**Routing congestion map**

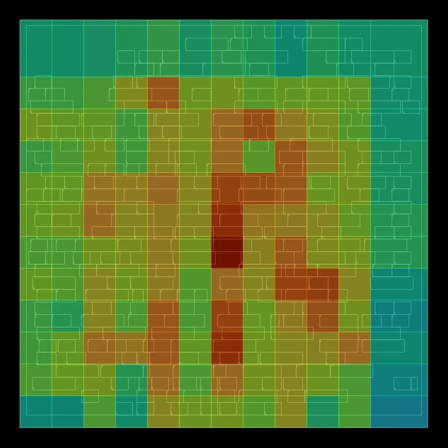
**The metal 1 layer**

Supply wires on this layer in grey.
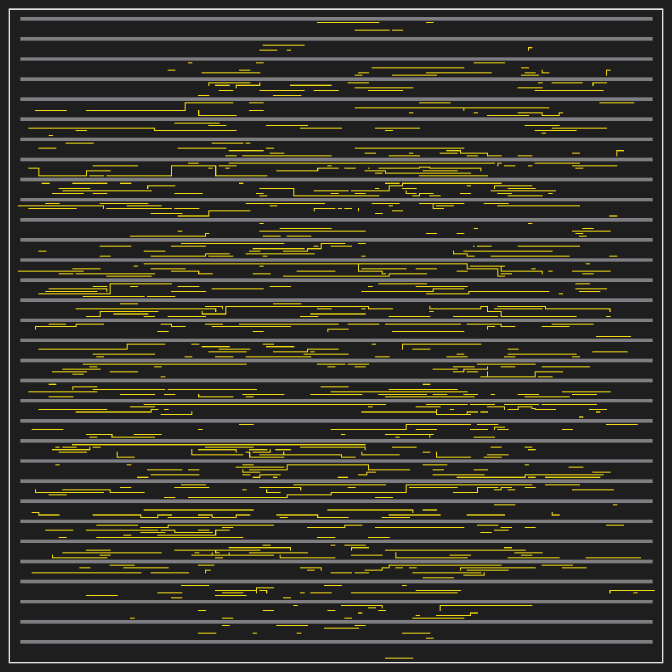
**Placement density heat map**

9 x 9 tiles, from white (low) to dark blue (high), 0 to 100% covered.
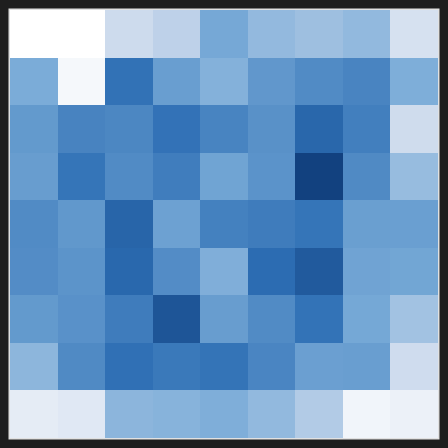
<file path="config.mk">
export PLATFORM = sky130hd
export DESIGN_NAME = alu_issue_stage
export DESIGN_NICKNAME = d
export VERILOG_FILES = /design/src/rtl/alu_pkg.sv /design/src/rtl/alu_regfile.sv /design/src/rtl/alu_issue_stage.sv
export SDC_FILE = /design/constraint.sdc
export NUM_CORES = 1
export LEC_CHECK = 0
export CORE_UTILIZATION = 45
export CTS_CLUSTER_SIZE = 8
export DETAILED_ROUTE_END_ITERATION = 7
export PLACE_DENSITY = 0.7
export SYNTH_ARGS = -nofsm -noshare
export SYNTH_HDL_FRONTEND = slang
export SYNTH_SLANG_ARGS = --single-unit
</file>
<file path="constraint.sdc">
create_clock -name clk -period 3.74 [get_ports clk]
set_input_delay 0.561 -clock clk [delete_from_list [all_inputs] [get_ports clk]]
set_output_delay 0.561 -clock clk [all_outputs]
set_load 0.02 [all_outputs]
</file>
<file path="src/rtl/alu_pkg.sv">
// Shared definitions for the ALU issue/writeback stage: opcodes, FSM states, default width.
package alu_pkg;

  localparam int unsigned DATA_W_DEFAULT = 8;
  localparam int unsigned OP_W           = 3;

  localparam logic [OP_W-1:0] OP_ADD  = 3'b000;
  localparam logic [OP_W-1:0] OP_SUB  = 3'b001;
  localparam logic [OP_W-1:0] OP_AND  = 3'b010;
  localparam logic [OP_W-1:0] OP_XOR  = 3'b011;
  localparam logic [OP_W-1:0] OP_OR   = 3'b100;
  localparam logic [OP_W-1:0] OP_NAND = 3'b101;
  localparam logic [OP_W-1:0] OP_NOR  = 3'b110;
  localparam logic [OP_W-1:0] OP_XNOR = 3'b111;

  typedef enum logic [1:0] {
    IDLE = 2'd0,
    EXEC = 2'd1,
    DONE = 2'd2
  } state_e;

endpackage

</file>
<file path="src/rtl/alu_regfile.sv">
// Architectural register file: two combinational read ports, one synchronous write port,
// asynchronously cleared on rst.
module alu_regfile
  import alu_pkg::*;
#(
  parameter int unsigned DATA_W = DATA_W_DEFAULT,
  parameter int unsigned NREGS  = 4,
  parameter int unsigned REG_AW = 2
) (
  input  logic              clk,
  input  logic              rst,
  input  logic [REG_AW-1:0] raddr1,
  input  logic [REG_AW-1:0] raddr2,
  output logic [DATA_W-1:0] rdata1,
  output logic [DATA_W-1:0] rdata2,
  input  logic              we,
  input  logic [REG_AW-1:0] waddr,
  input  logic [DATA_W-1:0] wdata
);

  logic [DATA_W-1:0] regs_q [NREGS];
  logic [DATA_W-1:0] regs_d [NREGS];

  always_comb begin
    regs_d = regs_q;
    if (we) begin
      regs_d[waddr] = wdata;
    end
  end

  always_ff @(posedge clk or posedge rst) begin
    if (rst) begin
      for (int i = 0; i < int'(NREGS); i++) begin
        regs_q[i] <= '0;
      end
    end else begin
      regs_q <= regs_d;
    end
  end

  assign rdata1 = regs_q[raddr1];
  assign rdata2 = regs_q[raddr2];

endmodule

</file>
<file path="src/rtl/alu_issue_stage.sv">
// Non-pipelined issue/writeback stage wrapping an external combinational ALU.
// Optional result flags (res_zero/res_neg) are enabled with `define ALU_FLAGS_EN.
module alu_issue_stage
  import alu_pkg::*;
#(
  parameter int unsigned DATA_W = DATA_W_DEFAULT,
  parameter int unsigned NREGS  = 4,
  parameter int unsigned REG_AW = 2
) (
  input  logic              clk,
  input  logic              rst,
  input  logic              in_valid,
  output logic              in_ready,
  input  logic              in_load,
  input  logic [OP_W-1:0]   in_op,
  input  logic [REG_AW-1:0] in_rd,
  input  logic [REG_AW-1:0] in_rs1,
  input  logic [REG_AW-1:0] in_rs2,
  input  logic [DATA_W-1:0] in_imm,
  output logic [OP_W-1:0]   alu_opcode,
  output logic [DATA_W-1:0] alu_a,
  output logic [DATA_W-1:0] alu_b,
  input  logic [DATA_W-1:0] alu_y,
`ifdef ALU_FLAGS_EN
  output logic              res_zero,
  output logic              res_neg,
`endif
  output logic              res_valid,
  input  logic              res_ready,
  output logic [DATA_W-1:0] res_data,
  output logic [REG_AW-1:0] res_rd
);

  state_e            state_q, state_d;
  logic              load_q, load_d;
  logic [REG_AW-1:0] rd_q, rd_d;
  logic [DATA_W-1:0] imm_q, imm_d;
  logic [OP_W-1:0]   opcode_q, opcode_d;
  logic [DATA_W-1:0] a_q, a_d;
  logic [DATA_W-1:0] b_q, b_d;
  logic              res_valid_q, res_valid_d;
  logic [DATA_W-1:0] res_data_q, res_data_d;
  logic [REG_AW-1:0] res_rd_q, res_rd_d;
`ifdef ALU_FLAGS_EN
  logic              zero_q, zero_d;
  logic              neg_q, neg_d;
`endif

  logic [DATA_W-1:0] rf_rdata1, rf_rdata2;
  logic              rf_we;
  logic [DATA_W-1:0] wb_value_c;

  alu_regfile #(
    .DATA_W (DATA_W),
    .NREGS  (NREGS),
    .REG_AW (REG_AW)
  ) u_regfile (
    .clk    (clk),
    .rst    (rst),
    .raddr1 (in_rs1),
    .raddr2 (in_rs2),
    .rdata1 (rf_rdata1),
    .rdata2 (rf_rdata2),
    .we     (rf_we),
    .waddr  (rd_q),
    .wdata  (wb_value_c)
  );

  // Loads bypass the ALU; the write-back value is ready during EXEC.
  assign wb_value_c = load_q ? imm_q : alu_y;

  always_comb begin
    state_d     = state_q;
    load_d      = load_q;
    rd_d        = rd_q;
    imm_d       = imm_q;
    opcode_d    = opcode_q;
    a_d         = a_q;
    b_d         = b_q;
    res_valid_d = res_valid_q;
    res_data_d  = res_data_q;
    res_rd_d    = res_rd_q;
`ifdef ALU_FLAGS_EN
    zero_d      = zero_q;
    neg_d       = neg_q;
`endif
    rf_we       = 1'b0;

    unique case (state_q)
      IDLE: begin
        if (in_valid) begin
          load_d  = in_load;
          rd_d    = in_rd;
          imm_d   = in_imm;
          if (!in_load) begin
            opcode_d = in_op;
            a_d      = rf_rdata1;
            b_d      = rf_rdata2;
          end
          state_d = EXEC;
        end
      end
      EXEC: begin
        rf_we       = 1'b1;
        res_data_d  = wb_value_c;
        res_rd_d    = rd_q;
        res_valid_d = 1'b1;
`ifdef ALU_FLAGS_EN
        zero_d      = (wb_value_c == '0);
        neg_d       = wb_value_c[DATA_W-1];
`endif
        state_d     = DONE;
      end
      DONE: begin
        if (res_ready) begin
          res_valid_d = 1'b0;
          state_d     = IDLE;
        end
      end
      default: begin
        state_d = IDLE;
      end
    endcase
  end

  always_ff @(posedge clk or posedge rst) begin
    if (rst) begin
      state_q     <= IDLE;
      load_q      <= 1'b0;
      rd_q        <= '0;
      imm_q       <= '0;
      opcode_q    <= '0;
      a_q         <= '0;
      b_q         <= '0;
      res_valid_q <= 1'b0;
      res_data_q  <= '0;
      res_rd_q    <= '0;
`ifdef ALU_FLAGS_EN
      zero_q      <= 1'b0;
      neg_q       <= 1'b0;
`endif
    end else begin
      state_q     <= state_d;
      load_q      <= load_d;
      rd_q        <= rd_d;
      imm_q       <= imm_d;
      opcode_q    <= opcode_d;
      a_q         <= a_d;
      b_q         <= b_d;
      res_valid_q <= res_valid_d;
      res_data_q  <= res_data_d;
      res_rd_q    <= res_rd_d;
`ifdef ALU_FLAGS_EN
      zero_q      <= zero_d;
      neg_q       <= neg_d;
`endif
    end
  end

  // in_ready depends on state only, never on in_valid or res_ready.
  assign in_ready   = (state_q == IDLE);
  assign alu_opcode = opcode_q;
  assign alu_a      = a_q;
  assign alu_b      = b_q;
  assign res_valid  = res_valid_q;
  assign res_data   = res_data_q;
  assign res_rd     = res_rd_q;
`ifdef ALU_FLAGS_EN
  assign res_zero   = zero_q;
  assign res_neg    = neg_q;
`endif

endmodule

</file>
==> impl_metrics.toml <==
# generated from flow reports
[run_status]
status = "finished clean"

[place]
dp.cells = 347
post-place-ws_ns = 1.259
routabilityCongestion = 0.7418
dpl_cell_area_um2 = 4036
hpwlAfterDp_um = 4281

[final_timing]
setup_viol = 0
max_freq_mhz = 460.0
hold_violations = 0
holdWs_ns = 0.4847
fin_crit_ns = 2.174
setup-tns-final_ns = 0
slew_headroom = 0.2956
finalClockSkew_ns = 0.007090
rsz0062_at_grt = "no"

[job]
tool_warnings = 26
timing.max_cap.violations = 0

[cells_and_area]
drive_gt1_frac = 0.4545
stdcell_area_um2 = 4249
combGateArea_um2 = 1393
regMostFlops = "u_regfile.regs_q"
fin_util = 0.5890
n_antenna_cell = 0
fin_cells = 363
nFillCells = 611

[setup_path]
worstSetupPathType = "reg -> out"
r2r_end = "res_data[1]"
critical_path.top_delay_family = "buffers and inverters"
worstSetupStartpointType = "flip-flop"
endpoint = "in_ready"
worstPathMaxFanout = 11
worst-path-buf-inv = 1
crit_start = "state_q[1]"
cp-end-kind = "output pin"
arrival_ns = 1.61
cp_data_required_time_ns = 3.18
cp_cell_sequence = "nor2_1 > clkdlybuf4s50_1"
worstSetupPathDepth = 2
r2r_cells = 2

[synth]
ys_top_cells_by_area = "dfrtp_1 (56%), mux2_2 (26%), mux4_2 (11%)"
yosysTopAreaCellShare = 0.5610
syn-cell-area_um2 = 3346
yosysCellCount = 199
synth_nets = 229
common_cells = "mux2_2 (78), dfrtp_1 (75), mux4_2 (16)"
synth_top_cell_by_count = "mux2_2"
syn_area_per_cell_um2 = 16.81
edf_count = 0

[routing]
dr.pass1.iters = 4
ant_nets = 0
via_per_inst = 5.347
wl_met2_um = 3060
drc = 0
top_layer_used = "met4"
wl_met1_um = 2897
drt_iter0_markers = 50
met3_length_um = 305

[clocking]
cts_root_buffer = "clkbuf_8"
clockBufferDepth = 2
cts_resized = 0
insertion_delay_ns = 0.33
htreeDepth = 3
clk_pin_slew_ns = 0.07
cts_tree = "done"
numCtsBuffers = 9
numClockSinks = 75

[min_path]
hold_class = "reg -> reg"
hold_depth = 1
hold-path-endpoint = "alu_opcode[0]"

[global_routing]
gr-usage-all-layers = 0.1834
grt_max_degree = 41
grt_pass1_wl_um = 10320
antenna_found_initial = 0
grt-ovfl-total = 0

[floorplanning]
die_h_um = 88.23
die_area_um2 = 7784
ios = 61
fp.dieW_um = 88.23
initial_utilization = 0.4638
rows = 31

[pwr]
maxPowerGroup = "registers"
combinationalPowerShare = 0.409
seq_power_share = 0.415
ir_worst_vdd_mv = 0.3961
pwr-share-clk = 0.177
internal_power_uw = 2486
power_uw = 3654
switching_share = 0.3195
power_clock_uw = 645
leakage_uw = 0.001732
About 'routing congestion map':
GRT met2 Usage: 0.2846
met3 global-route usage: 0.03451

About 'the metal 1 layer':
longest straight run	43.7 um
nets with wire on the layer	239
wire length on this layer	2,900 um
main direction	horizontal
vias after detailed routing: 1,941
final WL: 6398 um
met1 Track Usage GR: 0.2520

About 'placement density heat map':
fullest tile	93%
tiles over 75% full	8.6%
nearly empty tiles	2.5%

[placed cells by master (no fill, tap or decap), types with 2 or more instances in the layout]
cell type	n
nor4b_4	2
clkbuf_8	12
buf_4	2
dfrtp_1	75
clkinv_2	2
mux2_2	78
clkdlybuf4s50_1	60
mux4_2	16
[final cells by class]
class / count / area share
Clock inverter: 4 / 0.01119
Inverter: 2 / 0.001767
Timing Repair Buffer: 63 / 0.1496
Sequential cell: 75 / 0.4417
Clock buffer: 12 / 0.03887
Tap cell: 99 / 0.02915
Multi-Input combinational cell: 108 / 0.3277
[cells by family after synthesis]
kind of cell | synth area share
buf+inv | 0.02543
flops | 0.5610
compound gates | 0.007855
simple gates | 0.03216
mux | 0.3736
Power and IR drop assume default switching activity.
